[src/rtl/mips_pkg.sv]
// mips_pkg
// Shared definitions for the pipelined_mips memory-side blocks.
//   ADDR_W / DATA_W : default address and data widths of the core
//   store_entry_t   : one posted store, {adr, data}
//   clog2           : ceiling log2, used for pointer and occupancy widths
package mips_pkg;

    localparam int ADDR_W = 32;
    localparam int DATA_W = 32;

    typedef struct packed {
        logic [ADDR_W-1:0] adr;
        logic [DATA_W-1:0] data;
    } store_entry_t;

    // Smallest r with 2**r >= value; clog2(1) is 0.
    function automatic int clog2(input int value);
        int r;
        r = 0;
        while ((1 << r) < value) begin
            r = r + 1;
        end
        return r;
    endfunction

endpackage

[src/rtl/store_write_buffer_fwd_match.sv]
// store_fwd_match
// Youngest-match priority selector for store-to-load forwarding.
// The module only exists when STORE_BUF_FWD_EN is defined; the default
// build has no comparators at all.
// Ports:
//   valid   : per-entry occupancy flags (entry holds a buffered store)
//   tags    : per-entry word address adr[AW-1:2]
//   datas   : per-entry store data
//   wr_ptr  : next slot to be written; the youngest entry sits just behind it
//   ld_tag  : word address of the load currently in MEM
//   hit     : at least one valid entry matches ld_tag
//   data    : data of the youngest matching entry (0 when no hit)
`ifdef STORE_BUF_FWD_EN
module store_fwd_match
    import mips_pkg::*;
#(
    parameter int DEPTH = 4,
    parameter int TW    = 30,
    parameter int DW    = 32
) (
    input  logic [DEPTH-1:0]               valid,
    input  logic [DEPTH-1:0][TW-1:0]       tags,
    input  logic [DEPTH-1:0][DW-1:0]       datas,
    input  logic [clog2(DEPTH)-1:0]        wr_ptr,
    input  logic [TW-1:0]                  ld_tag,
    output logic                           hit,
    output logic [DW-1:0]                  data
);

    localparam int PW = clog2(DEPTH);

    logic [PW-1:0] idx;

    // Walk from the oldest slot (k=DEPTH, i.e. wr_ptr itself) towards the
    // youngest (k=1, just behind wr_ptr); a later match overwrites an
    // earlier one so the youngest matching store wins.
    always_comb begin
        hit  = 1'b0;
        data = '0;
        idx  = '0;
        for (int k = DEPTH; k >= 1; k--) begin
            idx = wr_ptr - PW'(k);
            if (valid[idx] && (tags[idx] == ld_tag)) begin
                hit  = 1'b1;
                data = datas[idx];
            end
        end
    end

endmodule
`endif

[src/rtl/store_write_buffer.sv]
// store_write_buffer
// Posted-store FIFO between the MEM stage and the data memory port. Word
// stores are absorbed in one cycle and drained in order under a ready
// handshake; the pipeline is stalled while the buffer is full.
// Optional feature macro: STORE_BUF_FWD_EN (store-to-load forwarding).
// Ports:
//   clk, reset            : clock (rising edge), async active-low reset
//   memwrite/dataadr/writedata : store request from MEM
//   stall                 : buffer full while a store is requested
//   ld_adr, ld_hit, ld_data : forwarding lookup for the load in MEM
//   mem_we/mem_adr/mem_wdata : head entry presented to memory
//   mem_ready             : memory accepts the head entry this cycle
//   count                 : registered occupancy, 0..DEPTH
module store_write_buffer
    import mips_pkg::*;
#(
    parameter int DEPTH = 4,
    parameter int AW    = ADDR_W,
    parameter int DW    = DATA_W
) (
    input  logic                    clk,
    input  logic                    reset,
    input  logic                    memwrite,
    input  logic [AW-1:0]           dataadr,
    input  logic [DW-1:0]           writedata,
    output logic                    stall,
    input  logic [AW-1:0]           ld_adr,
    output logic                    ld_hit,
    output logic [DW-1:0]           ld_data,
    output logic                    mem_we,
    output logic [AW-1:0]           mem_adr,
    output logic [DW-1:0]           mem_wdata,
    input  logic                    mem_ready,
    output logic [clog2(DEPTH):0]   count
);

    localparam int PW = clog2(DEPTH);
    localparam int CW = PW + 1;

    typedef struct packed {
        logic [AW-1:0] adr;
        logic [DW-1:0] data;
    } entry_t;

    entry_t        entries [DEPTH];
    logic [PW-1:0] wr_ptr;
    logic [PW-1:0] rd_ptr;
    logic          full;
    logic          empty;
    logic          push;
    logic          pop;

    // Flags come from the registered count only. A full buffer refuses a
    // push even when the head pops in the same cycle (no fall-through).
    assign full  = (count == CW'(DEPTH));
    assign empty = (count == '0);
    assign push  = memwrite & ~full;
    assign pop   = ~empty & mem_ready;
    assign stall = full & memwrite;

    assign mem_we    = ~empty;
    assign mem_adr   = entries[rd_ptr].adr;
    assign mem_wdata = entries[rd_ptr].data;

    // Entry storage is deliberately not reset; validity is carried by count.
    always_ff @(posedge clk) begin
        if (push) begin
            entries[wr_ptr] <= {dataadr, writedata};
        end
    end

    always_ff @(posedge clk or negedge reset) begin
        if (!reset) begin
            wr_ptr <= '0;
            rd_ptr <= '0;
            count  <= '0;
        end else begin
            if (push) begin
                wr_ptr <= wr_ptr + PW'(1);
            end
            if (pop) begin
                rd_ptr <= rd_ptr + PW'(1);
            end
            case ({push, pop})
                2'b10:   count <= count + CW'(1);
                2'b01:   count <= count - CW'(1);
                default: count <= count;
            endcase
        end
    end

`ifdef STORE_BUF_FWD_EN
    logic [DEPTH-1:0]          valid;
    logic [DEPTH-1:0][AW-3:0]  tags;
    logic [DEPTH-1:0][DW-1:0]  datas;
    logic [PW-1:0]             offset;
    logic                      unused_ld;

    assign unused_ld = ^ld_adr[1:0];

    // An entry is live when its distance ahead of rd_ptr is below count.
    // Only registered state is used, so a store pushed this cycle is not
    // seen and an entry popping this cycle still is.
    always_comb begin
        valid  = '0;
        tags   = '0;
        datas  = '0;
        offset = '0;
        for (int i = 0; i < DEPTH; i++) begin
            offset   = PW'(i) - rd_ptr;
            valid[i] = ({1'b0, offset} < count);
            tags[i]  = entries[i].adr[AW-1:2];
            datas[i] = entries[i].data;
        end
    end

    store_fwd_match #(
        .DEPTH (DEPTH),
        .TW    (AW - 2),
        .DW    (DW)
    ) u_fwd_match (
        .valid  (valid),
        .tags   (tags),
        .datas  (datas),
        .wr_ptr (wr_ptr),
        .ld_tag (ld_adr[AW-1:2]),
        .hit    (ld_hit),
        .data   (ld_data)
    );
`else
    logic unused_ld;

    assign unused_ld = ^ld_adr;
    assign ld_hit    = 1'b0;
    assign ld_data   = '0;
`endif

endmodule

[config.mk]
export PLATFORM = sky130hd
export DESIGN_NAME = store_write_buffer
export DESIGN_NICKNAME = d
export VERILOG_FILES = /design/src/rtl/mips_pkg.sv /design/src/rtl/store_write_buffer_fwd_match.sv /design/src/rtl/store_write_buffer.sv
export SDC_FILE = /design/constraint.sdc
export NUM_CORES = 1
export LEC_CHECK = 0
export CORE_MARGIN = 2
export CORE_UTILIZATION = 55
export DETAILED_ROUTE_END_ITERATION = 8
export PLACE_DENSITY = 0.85
export SLEW_MARGIN = 0
export SYNTH_ARGS = -nofsm -noshare
export SYNTH_HDL_FRONTEND = slang
export SYNTH_SLANG_ARGS = --single-unit
[constraint.sdc]
create_clock -name clk -period 7.1 [get_ports clk]
set_clock_uncertainty 0.05 [all_clocks]
set_input_delay 1.775 -clock clk [delete_from_list [all_inputs] [get_ports clk]]
set_output_delay 1.775 -clock clk [all_outputs]
set_load 0.01 [all_outputs]
Figure 1. Selected gate families.
Bar = 50 um.
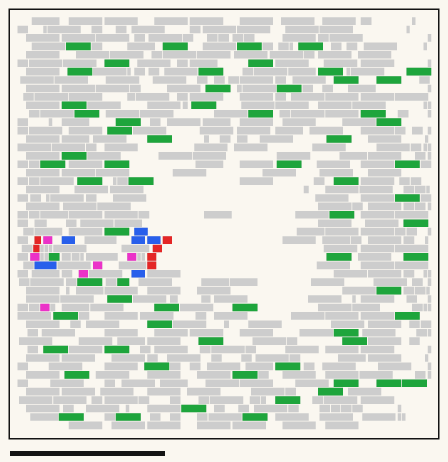
- adder and majority cells: blue (cells 6)
- XOR/XNOR gates: magenta (cells 6; where west)
- multiplexers: green (cells 66; where all over the die)
- AND and OR gates: red (cells 6)
Comb area share: 14.87%
Commonest Layout Cell: edfxtp_1

Figure 2. Clock distribution.
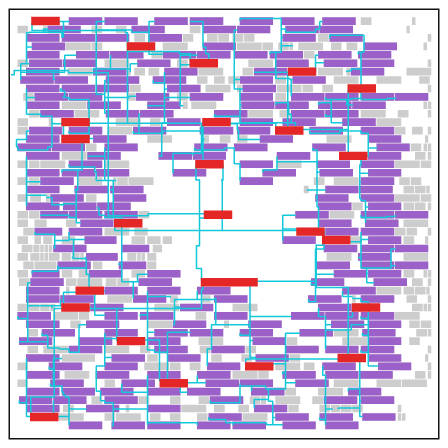
- flip-flops: purple (count 263)
- cells driving clock nets: red (count 25)
- clock wires: cyan (length 2740 um)
- flops lie: all over the die
clock power share: 24.4%
Clk Latency, worst-skew pair: 510 ps
Power Clock: 1.23 mW

==> out/qor.yml <==
die:
  chipHeight_um: 138.2
  taps: 229
  rows: 49
  die_w_um: 138.2
  core_um2: 17840
route:
  drt-pass1-iter-count: 5
  ant_nets: 0
synthesis:
  ys.flop_type: "edfxtp_1"
  numSynthFlops: 263
  synth-xor-area-share_pct: 0.5304
  seq_area_frac_synth_pct: 79.35
  synthesis.area_um2: 9908
  syn_area_per_cell_um2: 24.40
  compound_area_share_pct: 0.2020
  yosysWarnings: 0
cells_and_area:
  fillers: 1091
  bufAreaShareNonClock_pct: 11.31
  layout_top_cells: "256 x edfxtp_1, 136 x clkdlybuf4s50_1, 64 x mux4_2"
  seq_cells: 263
  reg_top3: "entries x256, count x3"
  regArea_um2: 7870
  combGateArea_um2: 1800
  fin_util_pct: 67.85
  area_delta_synth_final_pct: 22.17
critical_path:
  critPathCaptureType: "primary output"
  cp-start-kind: "flip-flop"
  worst_path_dominant_cell_family: "flip-flops"
  r2r_cells: 3
  r2r-end: "entries[2][36]"
  crit_buf_inv: 2
  critical_path_required_ps: 5280
cts:
  postCtsHoldBufs: 0
  post_cts_buffers: 0
run_status:
  status: "finished, final reports clean"
job:
  warnings: 61
power:
  swShare_pct: 27.70
min_path:
  min_to: "count[0]"
sta:
  hold_viol: 0
  timing.final.ws_setup_ps: 2103
Figure 3. Close-up of the layout.
Bar = 10 um. Region (57, 29) to (82, 54) um. Cells in gray, sequential cells in the stronger gray; small squares are vias.
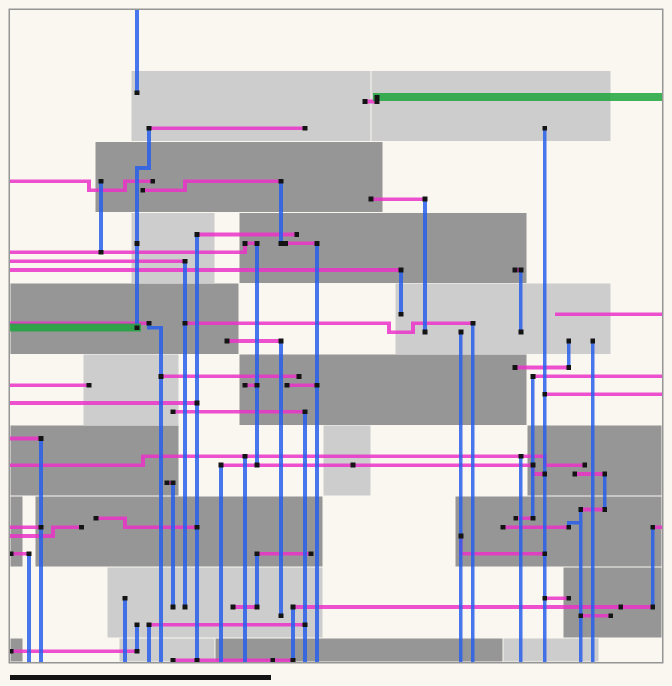
- met3: green
- met1: magenta
- met2: blue
- sequential cells in the window: 7
- most frequent: edfxtp_1 (7), mux4_2 (2), clkbuf_16 (2)
- netlist names of flops here include: `entries` (7)
- cells with their middle in the window: 14

No activity file was given, so power comes from the tool's default toggle rates.
